`config.mk`:
```
export PLATFORM = sky130hd
export DESIGN_NAME = game_ctrl_flat
export DESIGN_NICKNAME = d
export VERILOG_FILES = /design/src/rtl/game_ctrl_if.sv /design/src/rtl/game_ctrl.sv /design/src/flat_wrapper.sv
export SDC_FILE = /design/constraint.sdc
export NUM_CORES = 1
export LEC_CHECK = 0
export ABC_AREA = 1
export CORE_UTILIZATION = 53
export CTS_BUF_LIST = sky130_fd_sc_hd__clkbuf_2
export DETAILED_ROUTE_END_ITERATION = 16
export PLACE_DENSITY = 0.78
export SLEW_MARGIN = 10
export SYNTH_ARGS = -nofsm -noshare
export SYNTH_HDL_FRONTEND = slang
export SYNTH_SLANG_ARGS = --single-unit
```
`constraint.sdc`:
```
create_clock -name clk -period 1.55 [get_ports clk]
set_input_delay 0.155 -clock clk [delete_from_list [all_inputs] [get_ports clk]]
set_output_delay 0.155 -clock clk [all_outputs]
set_load 0.05 [all_outputs]
```
`src/rtl/game_ctrl_if.sv`:
```
// Signal bundle between the game sequencer and the rest of the runner:
// raw buttons, frame strobe and sprite pixels in; run state, frame tick,
// jump request, score and speed level out.
interface game_ctrl_if;
    logic        fresh;
    logic        START;
    logic        button_jump;
    logic        px_dino;
    logic        px_obst;
    logic        game_status;
    logic        game_over;
    logic        frame_tick;
    logic        jump_req;
    logic [13:0] score;
    logic [2:0]  level;

    // Environment side: drives buttons, strobe and pixels, observes results
    modport master (
        output fresh, START, button_jump, px_dino, px_obst,
        input  game_status, game_over, frame_tick, jump_req, score, level
    );

    // Sequencer side
    modport slave (
        input  fresh, START, button_jump, px_dino, px_obst,
        output game_status, game_over, frame_tick, jump_req, score, level
    );
endinterface

```
`src/rtl/game_ctrl.sv`:
```
// Game sequencer for the dinosaur runner: conditions the raw buttons and
// frame strobe, runs the IDLE/RUN/OVER flow, latches sprite collisions,
// produces a frame-aligned jump request and keeps score and speed level.
module game_ctrl #(
    parameter int SCORE_DIV = 6,
    parameter int LEVEL_PTS = 100,
    parameter int MAX_LEVEL = 7,
    parameter int OVER_HOLD = 60
) (
    input  logic        clk,
    input  logic        RESET_n,
    game_ctrl_if.slave  bus
);

    localparam int FRAME_W = (SCORE_DIV > 1) ? $clog2(SCORE_DIV) : 1;
    localparam int PTS_W   = (LEVEL_PTS > 1) ? $clog2(LEVEL_PTS) : 1;
    localparam int HOLD_W  = (OVER_HOLD > 0) ? $clog2(OVER_HOLD + 1) : 1;
    localparam logic [13:0] SCORE_MAX = 14'h3FFF;

    typedef enum logic [1:0] {
        IDLE,
        RUN,
        OVER
    } state_t;

    state_t              state;
    logic [2:0]          fresh_sync;
    logic [2:0]          start_sync;
    logic [2:0]          jump_sync;
    logic                tick;
    logic                start_evt;
    logic                jump_evt;
    logic                running;
    logic                finished;
    logic                jump_pend;
    logic                jump_seen;
    logic                coll;
    logic [13:0]         score_cnt;
    logic [2:0]          level_cnt;
    logic [FRAME_W-1:0]  frame_cnt;
    logic [PTS_W-1:0]    pts_cnt;
    logic [HOLD_W-1:0]   hold_cnt;
    logic                hit;
    logic                go_run;

    assign hit    = bus.px_dino & bus.px_obst;
    assign go_run = start_evt &&
                    ((state == IDLE) ||
                     ((state == OVER) && (hold_cnt == HOLD_W'(OVER_HOLD))));

    assign bus.game_status = running;
    assign bus.game_over   = finished;
    assign bus.frame_tick  = tick;
    assign bus.jump_req    = jump_pend;
    assign bus.score       = score_cnt;
    assign bus.level       = level_cnt;

    // Two-stage synchronizers plus one history stage, and registered edge pulses
    always_ff @(posedge clk or negedge RESET_n) begin
        if (!RESET_n) begin
            fresh_sync <= '0;
            start_sync <= '0;
            jump_sync  <= '0;
            tick       <= 1'b0;
            start_evt  <= 1'b0;
            jump_evt   <= 1'b0;
        end else begin
            fresh_sync <= {fresh_sync[1:0], bus.fresh};
            start_sync <= {start_sync[1:0], bus.START};
            jump_sync  <= {jump_sync[1:0], bus.button_jump};
            tick       <= fresh_sync[2] & ~fresh_sync[1];
            start_evt  <= ~start_sync[2] & start_sync[1];
            jump_evt   <= ~jump_sync[2] & jump_sync[1];
        end
    end

    // Game flow, collision latch, jump request, scoring and over-hold counting
    always_ff @(posedge clk or negedge RESET_n) begin
        if (!RESET_n) begin
            state     <= IDLE;
            running   <= 1'b0;
            finished  <= 1'b0;
            jump_pend <= 1'b0;
            jump_seen <= 1'b0;
            coll      <= 1'b0;
            score_cnt <= '0;
            level_cnt <= '0;
            frame_cnt <= '0;
            pts_cnt   <= '0;
            hold_cnt  <= '0;
        end else if (go_run) begin
            state     <= RUN;
            running   <= 1'b1;
            finished  <= 1'b0;
            jump_pend <= 1'b0;
            jump_seen <= 1'b0;
            coll      <= 1'b0;
            score_cnt <= '0;
            level_cnt <= '0;
            frame_cnt <= '0;
            pts_cnt   <= '0;
            hold_cnt  <= '0;
        end else begin
            case (state)
                IDLE: begin
                    running   <= 1'b0;
                    finished  <= 1'b0;
                    jump_pend <= 1'b0;
                end
                RUN: begin
                    if (hit) begin
                        coll <= 1'b1;
                    end
                    if (jump_evt && !jump_pend) begin
                        jump_pend <= 1'b1;
                        jump_seen <= 1'b0;
                    end
                    if (tick) begin
                        coll <= 1'b0;
                        if (coll | hit) begin
                            state     <= OVER;
                            running   <= 1'b0;
                            finished  <= 1'b1;
                            jump_pend <= 1'b0;
                            jump_seen <= 1'b0;
                            hold_cnt  <= '0;
                        end else begin
                            if (jump_pend) begin
                                if (jump_seen) begin
                                    jump_pend <= 1'b0;
                                    jump_seen <= 1'b0;
                                end else begin
                                    jump_seen <= 1'b1;
                                end
                            end
                            if (frame_cnt == FRAME_W'(SCORE_DIV - 1)) begin
                                frame_cnt <= '0;
                                if (score_cnt != SCORE_MAX) begin
                                    score_cnt <= score_cnt + 14'd1;
                                    if (pts_cnt == PTS_W'(LEVEL_PTS - 1)) begin
                                        pts_cnt <= '0;
                                        if (level_cnt != 3'(MAX_LEVEL)) begin
                                            level_cnt <= level_cnt + 3'd1;
                                        end
                                    end else begin
                                        pts_cnt <= pts_cnt + 1'b1;
                                    end
                                end
                            end else begin
                                frame_cnt <= frame_cnt + 1'b1;
                            end
                        end
                    end
                end
                OVER: begin
                    if (tick && (hold_cnt != HOLD_W'(OVER_HOLD))) begin
                        hold_cnt <= hold_cnt + 1'b1;
                    end
                end
                default: begin
                    state    <= IDLE;
                    running  <= 1'b0;
                    finished <= 1'b0;
                end
            endcase
        end
    end

endmodule

```
`src/flat_wrapper.sv`:
```
// flat-port wrapper written by rule: the top's interface ports become plain ports
module game_ctrl_flat 
#(
    parameter int SCORE_DIV = 6,
    parameter int LEVEL_PTS = 100,
    parameter int MAX_LEVEL = 7,
    parameter int OVER_HOLD = 60
)
  (clk, RESET_n, bus_fresh, bus_START, bus_button_jump, bus_px_dino, bus_px_obst, bus_game_status, bus_game_over, bus_frame_tick, bus_jump_req, bus_score, bus_level);
  game_ctrl_if bus_i ();
  input  logic clk;
  input  logic RESET_n;
  input wire logic [$bits(bus_i.fresh)-1:0] bus_fresh;
  input wire logic [$bits(bus_i.START)-1:0] bus_START;
  input wire logic [$bits(bus_i.button_jump)-1:0] bus_button_jump;
  input wire logic [$bits(bus_i.px_dino)-1:0] bus_px_dino;
  input wire logic [$bits(bus_i.px_obst)-1:0] bus_px_obst;
  output wire logic [$bits(bus_i.game_status)-1:0] bus_game_status;
  output wire logic [$bits(bus_i.game_over)-1:0] bus_game_over;
  output wire logic [$bits(bus_i.frame_tick)-1:0] bus_frame_tick;
  output wire logic [$bits(bus_i.jump_req)-1:0] bus_jump_req;
  output wire logic [$bits(bus_i.score)-1:0] bus_score;
  output wire logic [$bits(bus_i.level)-1:0] bus_level;
  assign bus_i.fresh = bus_fresh;
  assign bus_i.START = bus_START;
  assign bus_i.button_jump = bus_button_jump;
  assign bus_i.px_dino = bus_px_dino;
  assign bus_i.px_obst = bus_px_obst;
  assign bus_game_status = bus_i.game_status;
  assign bus_game_over = bus_i.game_over;
  assign bus_frame_tick = bus_i.frame_tick;
  assign bus_jump_req = bus_i.jump_req;
  assign bus_score = bus_i.score;
  assign bus_level = bus_i.level;
  game_ctrl #(.SCORE_DIV(SCORE_DIV), .LEVEL_PTS(LEVEL_PTS), .MAX_LEVEL(MAX_LEVEL), .OVER_HOLD(OVER_HOLD)) u_core (.clk(clk), .RESET_n(RESET_n), .bus(bus_i));
endmodule
```
==> run notes <==
yosys + openroad results -> run status=finished with violations, failing checks=setup timing, fp_density=56.1%, first-pass GRT wire length=10600 um, M1 GR Usage=31.8%, measured slew at the worst slew-check pin=0.340 ns, reg2reg start=u_core.state[1], CTS tree=done, Design Area, Final=0.00386 mm2, clock buffer depth=2, routed wire length=7630 um, HP Class=in2reg, Synth Seq Share=48.2%, Worst setup endpoint=u_core.bus.game_status, Final setup violation count=39, Synth mux share=0%, critical path class=reg2reg, TNS Setup=-8.44 ns, final worst slack=-0.278 ns, drc violations=0, clock sink count=52, Worst slew margin=77.3%, number of global-route vias before repair=2487, core box area=0.00482 mm2, Syn Area/Cell=7.95 um2, startpoint class of the critical path=register, Fin. Hold Viols=0, Worst Hold Launch=bus_button_jump, grt total ovfl=0, Yosys cell types=27, DIE HEIGHT=73.4 um, crit path launch=u_core.state[1], layout cells sized above 1=39.7%
power groups by stage:
stage	clock network (mW)	logic, mW	registers (mW)
floorplan	0	0.584	1.72
global placement	0	1.18	1.58
detailed placement	0	1.21	1.59
CTS	0.551	1.51	1.57
global route	0.612	2.05	1.61
finish	0.554	1.94	1.60
registers in the layout (all words and copies together), names as in the netlist:
signal / flops
u_core.bus.frame_tick: 1
u_core.bus.game_over: 1
u_core.bus.game_status: 1
u_core.bus.jump_req: 1
u_core.bus.level: 3
u_core.bus.score: 14
u_core.coll: 1
u_core.frame_cnt: 3
u_core.fresh_sync: 3
u_core.hold_cnt: 6
u_core.jump_evt: 1
u_core.jump_seen: 1
u_core.jump_sync: 3
u_core.pts_cnt: 7
u_core.start_evt: 1
u_core.start_sync: 3
u_core.state: 2
synthesized netlist by cell type:
cell type	number
nand2_1	99
xnor2_1	1
dfrtp_1	52
buf_2	3
ha_1	9
a21oi_1	6
o21ai_0	19
o2111ai_1	1
nand3_1	31
nor2_2	1
or2_2	1
nor3_1	3
buf_6	1
a21oi_2	1
nor3b_1	1
o211ai_1	2
nor2_4	3
o31ai_1	1
buf_4	2
nand4_1	13
o21ai_1	5
xor2_1	8
a21o_1	1
nand2_2	2
and2_1	1
inv_1	42
nor2_1	31
worst max-delay path: cells and delay by family, from the launching register on:
| family | cells | cell delay [ns] |
|---|---|---|
| compound gates | 1 | 0.15 |
| simple gates | 6 | 0.37 |
| fa+ha+maj | 1 | 0.16 |
| flops | 1 | 0.53 |
| buf+inv | 5 | 0.55 |
layout make-up:
cell class                      count  area, um2
Multi-Input combinational cell    241       1550
Clock inverter                      1       5.00
Tap cell                           67       83.8
Timing Repair Buffer               78        699
Sequential cell                    52       1320
Clock buffer                        7       35.0
Fill cell                         304        957
Inverter                           42        168
Figure 1. I/O nets highlighted.
Drawn at 6 px/um.
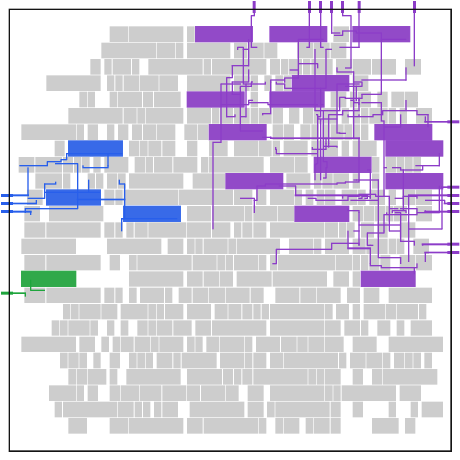
port	color	bits	direction	end cells	wire
bus_score	purple	14	output	14	710 um
bus_level	blue	3	output	3	107 um
bus_START	green	1	input	1	6.60 um

Figure 2. Clock network drawn from the DEF.
Drawn at 6 px/um.
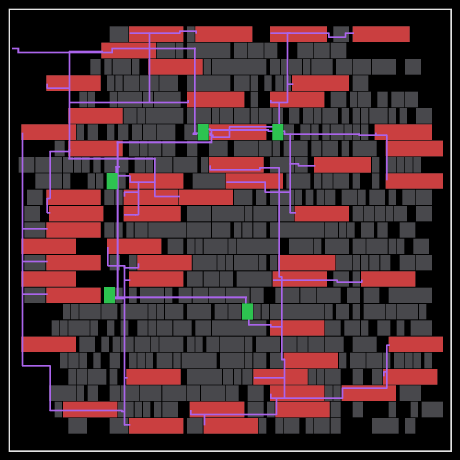
[flip-flops] red | count: 52
[cells driving clock nets] green | count: 5
[clock wires] purple | length: 613 um
flops lie	spread over the die

Figure 3. Signal wires on met3.
Drawn at 4 px/um.
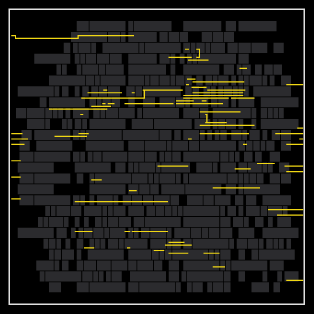
main direction	horizontal
nets with wire on the layer	56
longest straight run	23.0 um
wire length on this layer	411 um

Figure 4. Clock wiring as the flow saved it.
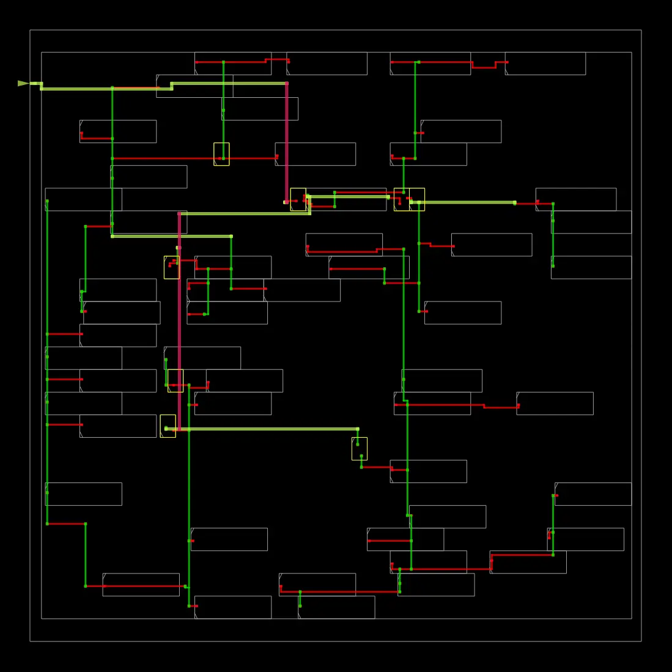
Clock Skew: 0.0273 ns
cts bufs inserted: 5
Seq cells: 52

Power is estimated from default activity; no workload was simulated.
